--- src/rtl/motor_cmd_sched.sv ---
// motor_cmd_sched: arm/disarm gate, watchdog and per-channel dispatch.
// Optional: CMD_CLAMP_EN clamps accepted targets to [MIN_SPEED, MAX_CMD].
module motor_cmd_sched #(
  parameter int unsigned NUM_CH         = 4,
  parameter logic [15:0] MIN_SPEED      = 16'd256,
  parameter logic [15:0] MAX_CMD        = 16'd65280,
  parameter int unsigned ARM_CYCLES     = 1000000,
  parameter int unsigned TIMEOUT_CYCLES = 5000000
) (
  input  logic                   clk,
  input  logic                   rst_n,
  input  logic                   arm,
  input  logic                   cmd_valid,
  output logic                   cmd_ready,
  input  logic [NUM_CH*16-1:0]   cmd_speed,
  input  logic [NUM_CH-1:0]      ch_busy,
  output logic [NUM_CH*16-1:0]   ch_speed,
  output logic [NUM_CH-1:0]      ch_oe,
  output logic                   armed,
  output logic                   failsafe
);

  typedef enum logic [1:0] {
    ST_DISARMED,
    ST_ARM_WAIT,
    ST_ARMED,
    ST_FAILSAFE
  } state_e;

  state_e                  state_q, state_d;
  logic [31:0]             arm_cnt_q, arm_cnt_d;
  logic [31:0]             wd_cnt_q, wd_cnt_d;
  logic [NUM_CH-1:0]       pend_q, pend_d;
  logic [NUM_CH-1:0][15:0] pnd_val_q, pnd_val_d;
  logic [NUM_CH-1:0]       hold_q, hold_d;
  logic [NUM_CH-1:0]       oe_q, oe_d;
  logic [NUM_CH-1:0][15:0] spd_q, spd_d;
  logic                    rdy_q, rdy_d;
  logic                    accept;
  logic                    safe_load;
  logic [NUM_CH-1:0]       fire;

`ifdef CMD_CLAMP_EN
  function automatic logic [15:0] clamp(input logic [15:0] v);
    if (v < MIN_SPEED) return MIN_SPEED;
    if (v > MAX_CMD)   return MAX_CMD;
    return v;
  endfunction
`else
  function automatic logic [15:0] clamp(input logic [15:0] v);
    return v;
  endfunction
  logic unused_max;
  assign unused_max = ^MAX_CMD;
`endif

  assign cmd_ready = rdy_q;
  assign ch_oe     = oe_q;
  assign ch_speed  = spd_q;
  assign armed     = (state_q == ST_ARMED);
  assign failsafe  = (state_q == ST_FAILSAFE);

  assign accept = cmd_valid & rdy_q & (state_q == ST_ARMED);
  assign fire   = pend_q & ~ch_busy & ~hold_q;

  // Arm state machine, arming counter and command watchdog.
  always_comb begin
    state_d   = state_q;
    arm_cnt_d = 32'd0;
    wd_cnt_d  = 32'd0;
    rdy_d     = 1'b1;
    unique case (state_q)
      ST_DISARMED: begin
        if (arm) state_d = ST_ARM_WAIT;
      end
      ST_ARM_WAIT: begin
        if (!arm) begin
          state_d = ST_DISARMED;
        end else if (arm_cnt_q == ARM_CYCLES - 1) begin
          state_d = ST_ARMED;
        end else begin
          arm_cnt_d = arm_cnt_q + 32'd1;
        end
      end
      ST_ARMED: begin
        if (!arm) begin
          state_d = ST_DISARMED;
        end else if (accept) begin
          wd_cnt_d = 32'd0;
        end else if (wd_cnt_q == TIMEOUT_CYCLES - 1) begin
          state_d = ST_FAILSAFE;
        end else begin
          wd_cnt_d = wd_cnt_q + 32'd1;
        end
      end
      ST_FAILSAFE: begin
        if (!arm) state_d = ST_DISARMED;
      end
      default: state_d = ST_DISARMED;
    endcase
  end

  assign safe_load = (state_d != state_q) && (state_d != ST_ARMED);

  // Pending capture and per-channel one-shot dispatch with holdoff.
  always_comb begin
    for (int i = 0; i < NUM_CH; i++) begin
      oe_d[i]      = fire[i];
      hold_d[i]    = fire[i];
      spd_d[i]     = fire[i] ? pnd_val_q[i] : spd_q[i];
      pend_d[i]    = pend_q[i] & ~fire[i];
      pnd_val_d[i] = pnd_val_q[i];
      if (safe_load) begin
        pnd_val_d[i] = MIN_SPEED;
        pend_d[i]    = 1'b1;
      end else if (accept) begin
        pnd_val_d[i] = clamp(cmd_speed[i*16 +: 16]);
        pend_d[i]    = 1'b1;
      end
    end
  end

  // State and datapath registers.
  always_ff @(posedge clk or negedge rst_n) begin
    if (!rst_n) begin
      state_q   <= ST_DISARMED;
      arm_cnt_q <= '0;
      wd_cnt_q  <= '0;
      pend_q    <= '0;
      pnd_val_q <= {NUM_CH{MIN_SPEED}};
      hold_q    <= '0;
      oe_q      <= '0;
      spd_q     <= {NUM_CH{MIN_SPEED}};
      rdy_q     <= 1'b0;
    end else begin
      state_q   <= state_d;
      arm_cnt_q <= arm_cnt_d;
      wd_cnt_q  <= wd_cnt_d;
      pend_q    <= pend_d;
      pnd_val_q <= pnd_val_d;
      hold_q    <= hold_d;
      oe_q      <= oe_d;
      spd_q     <= spd_d;
      rdy_q     <= rdy_d;
    end
  end

endmodule

--- config.mk ---
export PLATFORM = sky130hd
export DESIGN_NAME = motor_cmd_sched
export DESIGN_NICKNAME = d
export VERILOG_FILES = /design/src/rtl/motor_cmd_sched.sv
export SDC_FILE = /design/constraint.sdc
export NUM_CORES = 1
export LEC_CHECK = 0
export ABC_AREA = 1
export CELL_PAD_IN_SITES_DETAIL_PLACEMENT = 0
export CELL_PAD_IN_SITES_GLOBAL_PLACEMENT = 1
export CORE_ASPECT_RATIO = 1.5
export CORE_MARGIN = 3
export CORE_UTILIZATION = 53
export CTS_BUF_LIST = sky130_fd_sc_hd__clkbuf_4
export DETAILED_ROUTE_END_ITERATION = 7
export DONT_BUFFER_PORTS = 1
export PLACE_DENSITY_LB_ADDON = 0.1
export SKIP_CTS_REPAIR_TIMING = 1
export SYNTH_ARGS = -nofsm -noshare
export SYNTH_HDL_FRONTEND = slang
export SYNTH_SLANG_ARGS = --single-unit
--- constraint.sdc ---
create_clock -name clk -period 2.55 [get_ports clk]
set_input_delay 0.6375 -clock clk [delete_from_list [all_inputs] [get_ports clk]]
set_output_delay 0.6375 -clock clk [all_outputs]
set_load 0.05 [all_outputs]
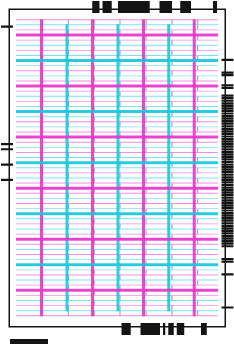
**Above:** supply network.
Bar = 20 um. Pins as bars on the die edge. Tap cells in gray.
color	net
cyan	VDD
magenta	VSS
rows	58
tap cells	210
met4 straps	7
signal pins	143

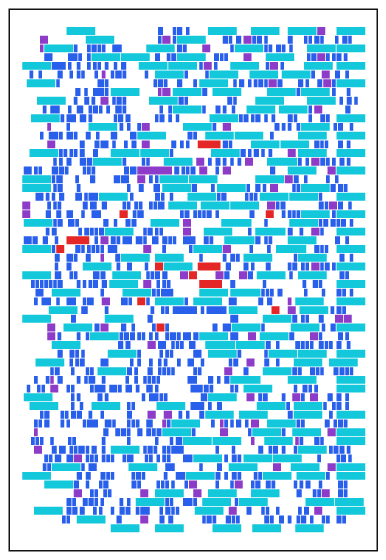
**Above:** placed cells, one color a class.
color	class	cells	share of their area
blue	combinational and other logic	897	41%
cyan	flops	203	51%
red	other buffers and delay cells	12	1.4%
purple	clock drivers and dummy loads	91	6.7%
core area: 17000 um2
number of placement rows: 58
Final Core Density: 60.0%

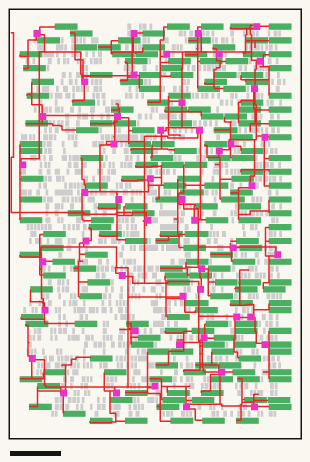
**Above:** clock network drawn from the DEF.
Bar = 20 um.
[red] clock wires | length: 2780 um
[magenta] clock drivers | count: 49
[green] flip-flops | count: 203
routed clock nets	50
Clk network pwr share: 39.2%
Worst Skew: 31.0 ps
clock latency on the worst-skew pair: 640 ps
clock-net power: 0.00276 W

==> notes.md <==
The full implementation flow was run.

The final routed wirelength across all metal layers stands at 21.5 mm. The final hold violation count recorded for this run is 199. In the synthesized netlist the dominant register cell turns out to be sky130_fd_sc_hd__dfrtp_1. For this run, the chip area from Yosys synthesis comes to 9320 um2. Timing would allow up to 0.457 GHz. The initial antenna violation count stands at 1.

The simple-gate portion of the synthesized area stands at 26.4%. According to the floorplan report, the die height is 168 um. The worst setup path is launched from a flip-flop. The adder-cell share of the synthesized area stands at 0.269%. According to the timing report, the critical path is captured at failsafe. The worst-case hold slack stands at -295 ps. The multi-input gate share of total cell area stands at 34.1%.

The pre-CTS setup check shows a worst slack of 525 ps. The clock period minus worst slack stands at 2190 ps. The power share of the combinational group stands at 9.5%. In this run the tools logged warnings totalling 31.

The repair_antennas step left the layout with diodes totalling 1. The remaining antenna violation count after routing stands at 0. The final reports fail on negative hold slack.

In the final layout, the fill cell count is 1648. The layout summary lists the proportion of cells stronger than drive strength 1 as 10.1%. Entering global routing, the biggest net connects 204 pins.

TritonRoute reported its final design rule violation total as 0. The sequential area share after synthesis stands at 54.6%. The data required time reported for the critical path is 1910 ps. By area the synthesized netlist is led by sky130_fd_sc_hd__dfrtp_1 (52%), sky130_fd_sc_hd__nand2_1 (9.7%), sky130_fd_sc_hd__o21ai_0 (7.2%). The buffer_ports step reported a buffer count of 0.

The width of the die stands at 114 um. The number of DRC markers after the initial detailed-route iteration stands at 525. The total power per unit cell area stands at 690 nW/um2. The flow ran to the end, but the final reports show violations. The final cell count without fillers stands at 1414. The critical path maximum fanout is 6. The worst-case reg-to-reg setup slack stands at 520 ps. The clock network contribution to total cell area stands at 6.49%. Detailed placement reports a standard cell area of 9520 um2. At the pin with the least slew margin, the transition time is 795 ps. The final tally of setup violations stands at 0. The synthesized area per cell stands at 8.17 um2. In this run the worst hold path is classified as primary input to asynchronous set/reset pin. Looking at the reg2reg group, the worst path starts from wd_cnt_q[0]$_DFF_PN0_. The leakage dissipation stands at 4.77 nW. The area fraction in mux cells stands at 0%. The overall power stands at 0.00703 W. At floorplan, the net count of the design was reported as 1214.

The buffering overhead stands at 1.38%. Setup repair after global routing left no endpoint under its margin.
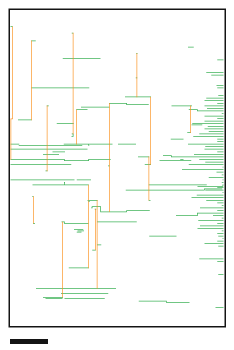
**Above:** routed metal, one color a layer.
Bar = 20 um. Only two layers are drawn.
color	layer	wire length
orange	metal 4	542 um
green	metal 3	1360 um
routed vias: 7241
average wire per cell in the routed design: 15.2 um

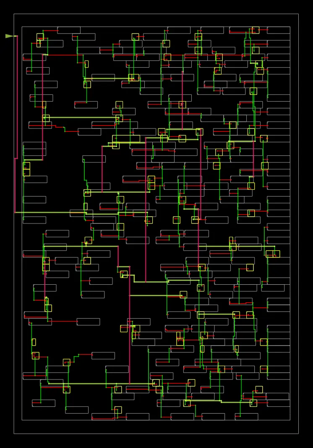
**Above:** clock wiring as the flow saved it.
Sinks on Clock Net: 203
number of sequential cells: 203
CTS buffer count: 49
clock buffer count: 77

[power groups by stage]
stage	Sequential, W	Clock [W]	Combinational [W]
2_1_floorplan	0.00362	0	0.000556
3_3_place_gp	0.00366	0	0.000671
3_5_place_dp	0.00366	0	0.000677
4_1_cts	0.00360	0.00285	0.000681
5_1_grt	0.00361	0.00301	0.000758
6_report	0.00360	0.00276	0.000670
[worst max-delay path: stages, from the launching register on]
cell and delay (ps):
sky130_fd_sc_hd__dfrtp_1 470, sky130_fd_sc_hd__nand2_1 90, sky130_fd_sc_hd__inv_1 350
[Yosys cell counts, types with 8 or more instances]
master                     instances
sky130_fd_sc_hd__dfstp_2           8
sky130_fd_sc_hd__clkbuf_1         26
sky130_fd_sc_hd__nor3_1           52
sky130_fd_sc_hd__a21oi_1          12
sky130_fd_sc_hd__nand4_1          22
sky130_fd_sc_hd__inv_1           145
sky130_fd_sc_hd__o21ai_0         134
sky130_fd_sc_hd__nor2_1          176
sky130_fd_sc_hd__nand2_1         240
sky130_fd_sc_hd__nand3_1          44
sky130_fd_sc_hd__xor2_1           16
sky130_fd_sc_hd__dfrtp_1         195
[registers in the layout (all words and copies together), names as in the netlist]
register   flops
wd_cnt_q      32
ch_oe          4
ch_speed      64
pend_q         4
arm_cnt_q     32
state_q        2
cmd_ready      1
pnd_val_q     64
[metal layers]
| metal | up-vias | share of wire [%] | GRT usage, % |
|---|---|---|---|
| li1 | 3703 | - | - |
| met4 | 0 | 2.5 | 7.91 |
| met1 | 3327 | 41 | 27.3 |
| met5 | - | 0 | 0 |
| met2 | 172 | 50 | 38.9 |
| met3 | 39 | 6.3 | 5.79 |
No activity file was given, so power comes from the tool's default toggle rates.
